Design machine_ctrl, sky130hd; sources not shown.
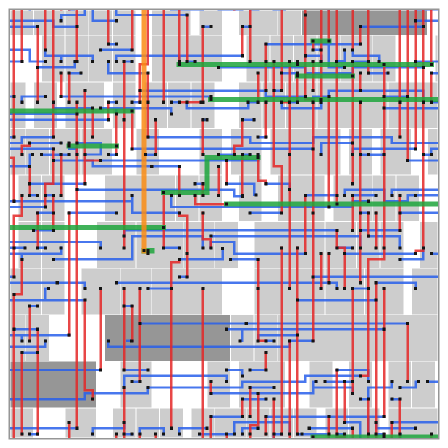
run_1/detail.png
Region (23, 20) to (48, 45) microns. Cells in grey, sequential cells in the stronger grey; small squares are vias.
metal 4: shown in orange. metal 1: shown in blue. metal 3: shown in green. metal 2: shown in red.
99 logic cells have their middle in the window. Most frequent: nand2_1 (25), nor2_1 (19), inv_1 (15). Sequential cells in the window: 3.

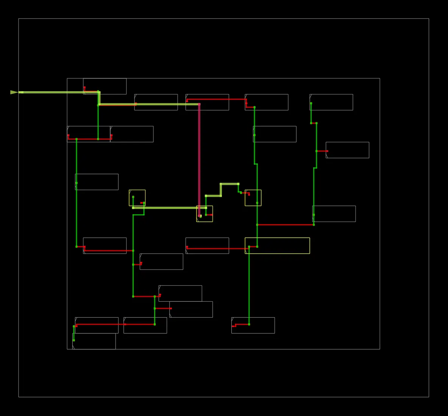
run_1/clocks.png
clk latency late pin: 0.31 ns
Setup Skew: 0.00195 ns
number of sequential cells in the layout: 20

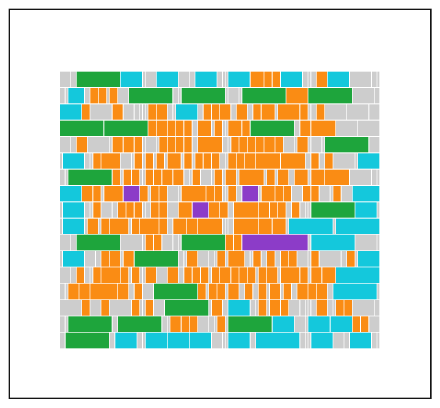
run_1/placement_by_type.png
(6 px per micron) Fill, decap, tap and diode cells in grey.
clock drivers and dummy loads: shown in purple, cells 4. flops: shown in green, cells 20. combinational and other logic: shown in orange, cells 193. other buffers and delay cells: shown in cyan, cells 35.
CORE AREA: 2470 sq um
post-layout util: 74.4%
num rows: 17

==> results.txt, run 1 <==
internal portion of total power: 0.000539 W
H-tree lvl count: 1
Switching Share: 24.4%
shortest clock period the worst path allows after layout: 2.21 ns
cell family with most CP delay: buffers and inverters
slowest stage cell, crit path: sky130_fd_sc_hd__clkdlybuf4s50_1
hold bufs inserted after CTS: 0
total of endpoints with negative setup slack in the final report: 0
Final Hold Violating Endpoints: 0
clock slew at the register clock pins of the worst setup and hold paths: 0.12 ns
maximum operating frequency: 453 MHz
DP HPWL: 2.66 mm
startpoint type of the worst setup path: flip-flop
cycle use final: 91.9%
pin count of the biggest net entering global routing: 13
setup slack after layout: 0.193 ns
cell resize tally after clock tree synthesis: 0
gate count of the mapped netlist: 217
average wire per standard cell: 11.9 microns
share of cells above drive strength 1: 12.7%
wirelength, routed: 3.32 mm
core utilization at floorplan: 55.3%
Final Wtd Congestion: 0.868
result of the run: complete, no violations
post-route worst hold slack: 0.516 ns
mean area per synthesized cell: 6.29 sq um
Num CTS Buffers: 3
sum of buffers and inverters on the critical path: 2
via count of the first global-routing pass: 1226
max-slew headroom at the worst pin: 65.3%
distinct cell type count after synthesis: 25
Max power group: registers
Cells after DPL: 276
CP Data Arrival Time: 1.85 ns
chain of cells forming the critical path: nor2_1 -> nand3_1 -> inv_1 -> clkdlybuf4s50_1
class of the tightest hold or removal check: flip-flop to flip-flop
wire length of the first global-routing pass: 5.26 mm
Die Span X: 70.0 microns
Final nets: 261
warning count from the yosys run: 0
dominant logic cell types in the final layout: sky130_fd_sc_hd__nand2_1, sky130_fd_sc_hd__nor2_1, sky130_fd_sc_hd__clkdlybuf4s50_1
cell at the root of the clock tree: sky130_fd_sc_hd__clkbuf_4
worst-case reg-to-reg path depth: 8
post-CTS setup buffer count: 0
switching power: 0.000174 W
boundary pin count: 35
number of DRC markers after the initial detailed-route iteration: 77
Maximum Capacitance Violations: 0
Placed Instance Area: 1780 sq um
commonest non-fill, non-tap cell in the layout: sky130_fd_sc_hd__nand2_1
Num Clock Sinks: 20
required time of the critical path: 2.04 ns
share of the yosys chip area belonging to registers: 29.3%
Synth-to-Final Area Change: 34.6%
Comb pwr share: 12.6%
Tightest Pin Transition: 0.519 ns
Worst Hold Depth: 2
maximum root-to-sink buffer count: 2
number of pins with negative max-slew slack in the final report: 0
drt first pass iters: 4
number of buffer cells added on primary ports: 34
max reg flops: 16
post-synthesis instance area: 1370 sq um
R2R Setup Slk: 0.91 ns
Chip Area: 4520 sq um
total of flip-flops plus latches after synthesis: 20
# Cells Yosys: 217
number of warnings the tools reported: 25
total clock network power: 0.000283 W
post-route antenna net violation count: 0
die span in y: 64.6 microns
global router's overall resource usage: 13.7%
chip area estimate from yosys synthesis: 1370 sq um
vias: 1445
Sequential Power: 0.000339 W
sum of negative setup slack: 0 ns
crit end category: output pin
start-to-end type of the worst setup path: flip-flop to output pin
detailed-route DRC error count: 0
IR drop worst, VDD: 358 uV
## run 1: cell usage after synthesis (all sizes together)
| master | count | area share [%] |
|---|---|---|
| a211oi | 1 | 0.55 |
| a21oi | 14 | 5.1 |
| a31oi | 1 | 0.46 |
| buf | 3 | 1.6 |
| clkbuf | 1 | 0.27 |
| clkinv | 3 | 1.0 |
| dfxtp | 20 | 29 |
| ha | 1 | 0.92 |
| inv | 24 | 6.6 |
| nand2 | 67 | 21 |
| nand3 | 19 | 7.7 |
| nand4 | 4 | 1.8 |
| nor2 | 44 | 16 |
| nor3 | 3 | 1.1 |
| o2111ai | 1 | 0.64 |
| o21ai | 5 | 1.8 |
| o22ai | 1 | 0.46 |
| xnor2 | 1 | 0.64 |
| xor2 | 4 | 2.6 |
## run 1: routing by layer
layer	global-route usage, %	part of all wire [%]	up-vias
li1	-	-	755
met1	16.7	48	642
met2	23.5	46	46
met3	4.26	5.8	2
met4	2.51	0.57	0
met5	0	0	-
## run 1: tightest hold or removal path, cell delays in order (launching register included)
cell and delay, ns:
sky130_fd_sc_hd__dfxtp_1 0.36, sky130_fd_sc_hd__nand2_1 0.07, sky130_fd_sc_hd__a21oi_1 0.05
## run 1: area by class of cell
type                       count  area [sq um]
clock buffer                   3          22.5
clock inverter                 1          30.0
fill                         211           631
inverter                      27           104
multi-input combinational    166           835
sequential                    20           400
tap                           28          35.0
timing repair buffer          35           410
## run 1: logic make-up (layout without fill, tap and decap cells)
group / Yosys count / count (layout) / share of synthesized area [%]
compound gates: 23 / 23 / 9.08
xor+xnor: 5 / 5 / 3.21
fa+ha+maj: 1 / 1 / 0.916
buf+inv: 31 / 66 / 9.53
flops: 20 / 20 / 29.3
simple gates: 137 / 137 / 47.9
==> run 2: changes to the inputs <==
- CTS_CLUSTER_DIAMETER: 80 -> default
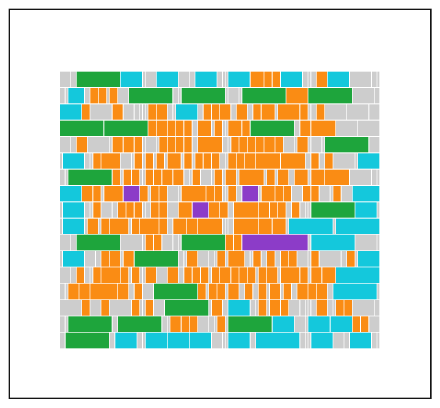
run_2/placement_by_type.png
(6 px per micron) Fill, decap, tap and diode cells in grey.
sequential share of cell area: 21.8%
fin area: 1840 sq um

==> run 2 against run 1 <==
  * Die size stayed put
  * Hold slack stayed put
  * Sequential share of layout area did not move
  * Highest routed layer unchanged
  * Critical path depth unchanged
  * Non-clock buffer count unchanged
==> results.txt, run 2 <==
Power Total: 0.000712 W (unchanged)
boundary pin count: 35 (unchanged)
num rows: 17 (unchanged)
average wire per standard cell: 11.9 microns (unchanged)
clk latency late pin: 0.31 ns (about the same)
result of the run: complete, no violations (unchanged)
maximum single-stage delay on the critical path: 0.79 ns (about the same)
# Cells Yosys: 217 (unchanged)
start-to-end type of the worst setup path: flip-flop to output pin (unchanged)
worst-case reg-to-reg path depth: 8 (unchanged)
H-tree lvl count: 1 (unchanged)
share of the yosys chip area belonging to registers: 29.3% (unchanged)
cycle use final: 91.9% (unchanged)
R2R Setup Slk: 0.91 ns (about the same)
most frequent cells after synthesis: sky130_fd_sc_hd__nand2_1, sky130_fd_sc_hd__nor2_1, sky130_fd_sc_hd__inv_1, sky130_fd_sc_hd__dfxtp_1, sky130_fd_sc_hd__nand3_1 (unchanged)
post-CTS setup buffer count: 0 (unchanged)
post-synthesis instance area: 1370 sq um (unchanged)
chain of cells forming the critical path: nor2_1 -> nand3_1 -> inv_1 -> clkdlybuf4s50_1 (unchanged)
DP HPWL: 2.66 mm (unchanged)
max reg flops: 16 (unchanged)
total of endpoints with negative setup slack in the final report: 0 (unchanged)
Setup Skew: 0.00195 ns (unchanged)
leakage power figure: 0.750 nW (unchanged)
hold bufs inserted after CTS: 0 (unchanged)
slowest stage cell, crit path: sky130_fd_sc_hd__clkdlybuf4s50_1 (unchanged)
number of DRC markers after the initial detailed-route iteration: 77 (unchanged)
top-area cell type share of the netlist area: 29.3% (unchanged)
dominant synthesized flop cell: sky130_fd_sc_hd__dfxtp_1 (unchanged)
number of fill cells in the layout: 211 (unchanged)
dominant cell type by area after synthesis: sky130_fd_sc_hd__dfxtp_1 (unchanged)
detailed-route DRC error count: 0 (unchanged)
mean area per synthesized cell: 6.29 sq um (unchanged)
clock slew at the register clock pins of the worst setup and hold paths: 0.12 ns (about the same)
maximum root-to-sink buffer count: 2 (unchanged)
pin count of the biggest net entering global routing: 13 (unchanged)
proportion of register bits with asynchronous set or reset after synthesis: 0% (unchanged)
Worst Hold Depth: 2 (unchanged)
max-slew headroom at the worst pin: 65.3% (unchanged)
required time of the critical path: 2.04 ns (about the same)
drt first pass iters: 4 (unchanged)
setup slack after layout: 0.193 ns (unchanged)
total of flip-flops plus latches after synthesis: 20 (unchanged)
class of the tightest hold or removal check: flip-flop to flip-flop (unchanged)
number of warnings the tools reported: 25 (unchanged)
gate count of the mapped netlist: 217 (unchanged)
Final nets: 261 (unchanged)
Chip Area: 4520 sq um (unchanged)
via count of the first global-routing pass: 1226 (unchanged)
count leader, synth: sky130_fd_sc_hd__nand2_1 (unchanged)
global router's overall resource usage: 13.7% (unchanged)
wirelength, routed: 3.32 mm (unchanged)
number of buffer cells added on primary ports: 34 (unchanged)
shortest clock period the worst path allows after layout: 2.21 ns (unchanged)
antenna violations before repair: 0 (unchanged)
CP Data Arrival Time: 1.85 ns (about the same)
Maximum Capacitance Violations: 0 (unchanged)
Largest cells by area: sky130_fd_sc_hd__dfxtp_1, sky130_fd_sc_hd__nand2_1, sky130_fd_sc_hd__nor2_1, sky130_fd_sc_hd__inv_1, sky130_fd_sc_hd__nand3_1 (unchanged)
Tightest Pin Transition: 0.519 ns (unchanged)
chip area estimate from yosys synthesis: 1370 sq um (unchanged)
Final Wtd Congestion: 0.868 (unchanged)
wire length of the first global-routing pass: 5.26 mm (unchanged)
CORE AREA: 2470 sq um (unchanged)
Num Clock Sinks: 20 (unchanged)
Final Hold Violating Endpoints: 0 (unchanged)
number of pins with negative max-slew slack in the final report: 0 (unchanged)
Num CTS Buffers: 3 (unchanged)
cell at the root of the clock tree: sky130_fd_sc_hd__clkbuf_4 (unchanged)
post-route antenna net violation count: 0 (unchanged)
dominant logic cell types in the final layout: sky130_fd_sc_hd__nand2_1, sky130_fd_sc_hd__nor2_1, sky130_fd_sc_hd__clkdlybuf4s50_1 (unchanged)
number of enable flip-flop cells: 0 (unchanged)
crit end category: output pin (unchanged)
maximum operating frequency: 453 MHz (unchanged)
share of cells above drive strength 1: 12.7% (unchanged)
startpoint type of the worst setup path: flip-flop (unchanged)
warning count from the yosys run: 0 (unchanged)
commonest non-fill, non-tap cell in the layout: sky130_fd_sc_hd__nand2_1 (unchanged)
post-layout util: 74.4% (unchanged)
distinct cell type count after synthesis: 25 (unchanged)
sum of negative setup slack: 0 ns (unchanged)
vias: 1445 (unchanged)
die span in y: 64.6 microns (unchanged)
IR drop worst, VDD: 358 uV (unchanged)
Synth-to-Final Area Change: 34.6% (unchanged)
Die Span X: 70.0 microns (unchanged)
Placed Instance Area: 1780 sq um (unchanged)
core utilization at floorplan: 55.3% (unchanged)
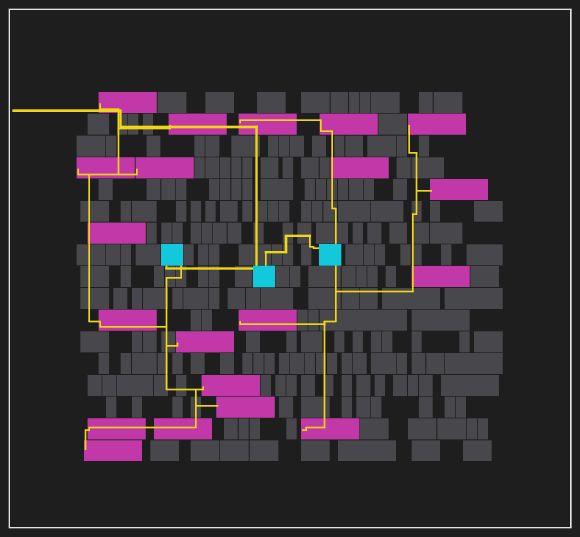
run_2/clk_routes.png
(8 px per micron)
clock drivers: shown in cyan, count 3. clock wires: shown in yellow, length 286 microns. flip-flops: shown in magenta, count 20.
There are 4 routed clock nets.
total clock network power: 0.000283 W
Clk network pwr share: 39.8%

run 2: what timing repair did:
item                                    in CTS  in global routing
endpoints found under the hold margin        0                  0
endpoints found under the setup margin       0                  1
gates resized                                0                  1
run 2: layout make-up:
cell class	count	area (sq um)	share of cell area [%]
clock buffers	3	22.5	1.23
inverters	27	104	5.65
repair buffers	35	410	22.3
flip-flops and latches	20	400	21.8
clock inverters	1	30.0	1.63
multi-input cells	166	835	45.4
well taps	28	35.0	1.91
run 2: cells by family (layout without fill, tap and decap cells):
group / Yosys count / count (layout) / share of synthesized area, %
AOI/OAI and AO/OA: 23 / 23 / 9.08
xor gates and xnor gates: 5 / 5 / 3.21
adders and majority gates: 1 / 1 / 0.916
buffers and inverters: 31 / 66 / 9.53
DFF: 20 / 20 / 29.3
and+or+nand+nor: 137 / 137 / 47.9
run 2: metrics by stage:
stage | hold WS, ns | std cells
floorplan | 0.427 | 213
global placement | 0.498 | 276
detailed placement | 0.502 | 276
CTS | 0.520 | 280
global route | 0.565 | 280
finish | 0.516 | 280
run 2: layer usage:
metal	track usage (%)	routed length [microns]
met2	23.5	1510
met3	4.26	194
met1	16.7	1590
met4	2.51	19
met5	0	0
run 2: critical path: cells and delay by family, from the launching register on:
kind / cells / cell delay, ns
DFF: 1 / 0.42
buffers and inverters: 2 / 0.85
and+or+nand+nor: 2 / 0.27
run 2: where the power goes:
group | switching (W) | internal, W | leakage [nW]
logic | 0.0000541 | 0.0000354 | 0.561
clock network | 0.000114 | 0.000169 | 0.0279
registers | 0.00000498 | 0.000334 | 0.161
total | 0.000174 | 0.000539 | 0.750
Power figures rest on the tool's default switching activity, not on a simulated workload.
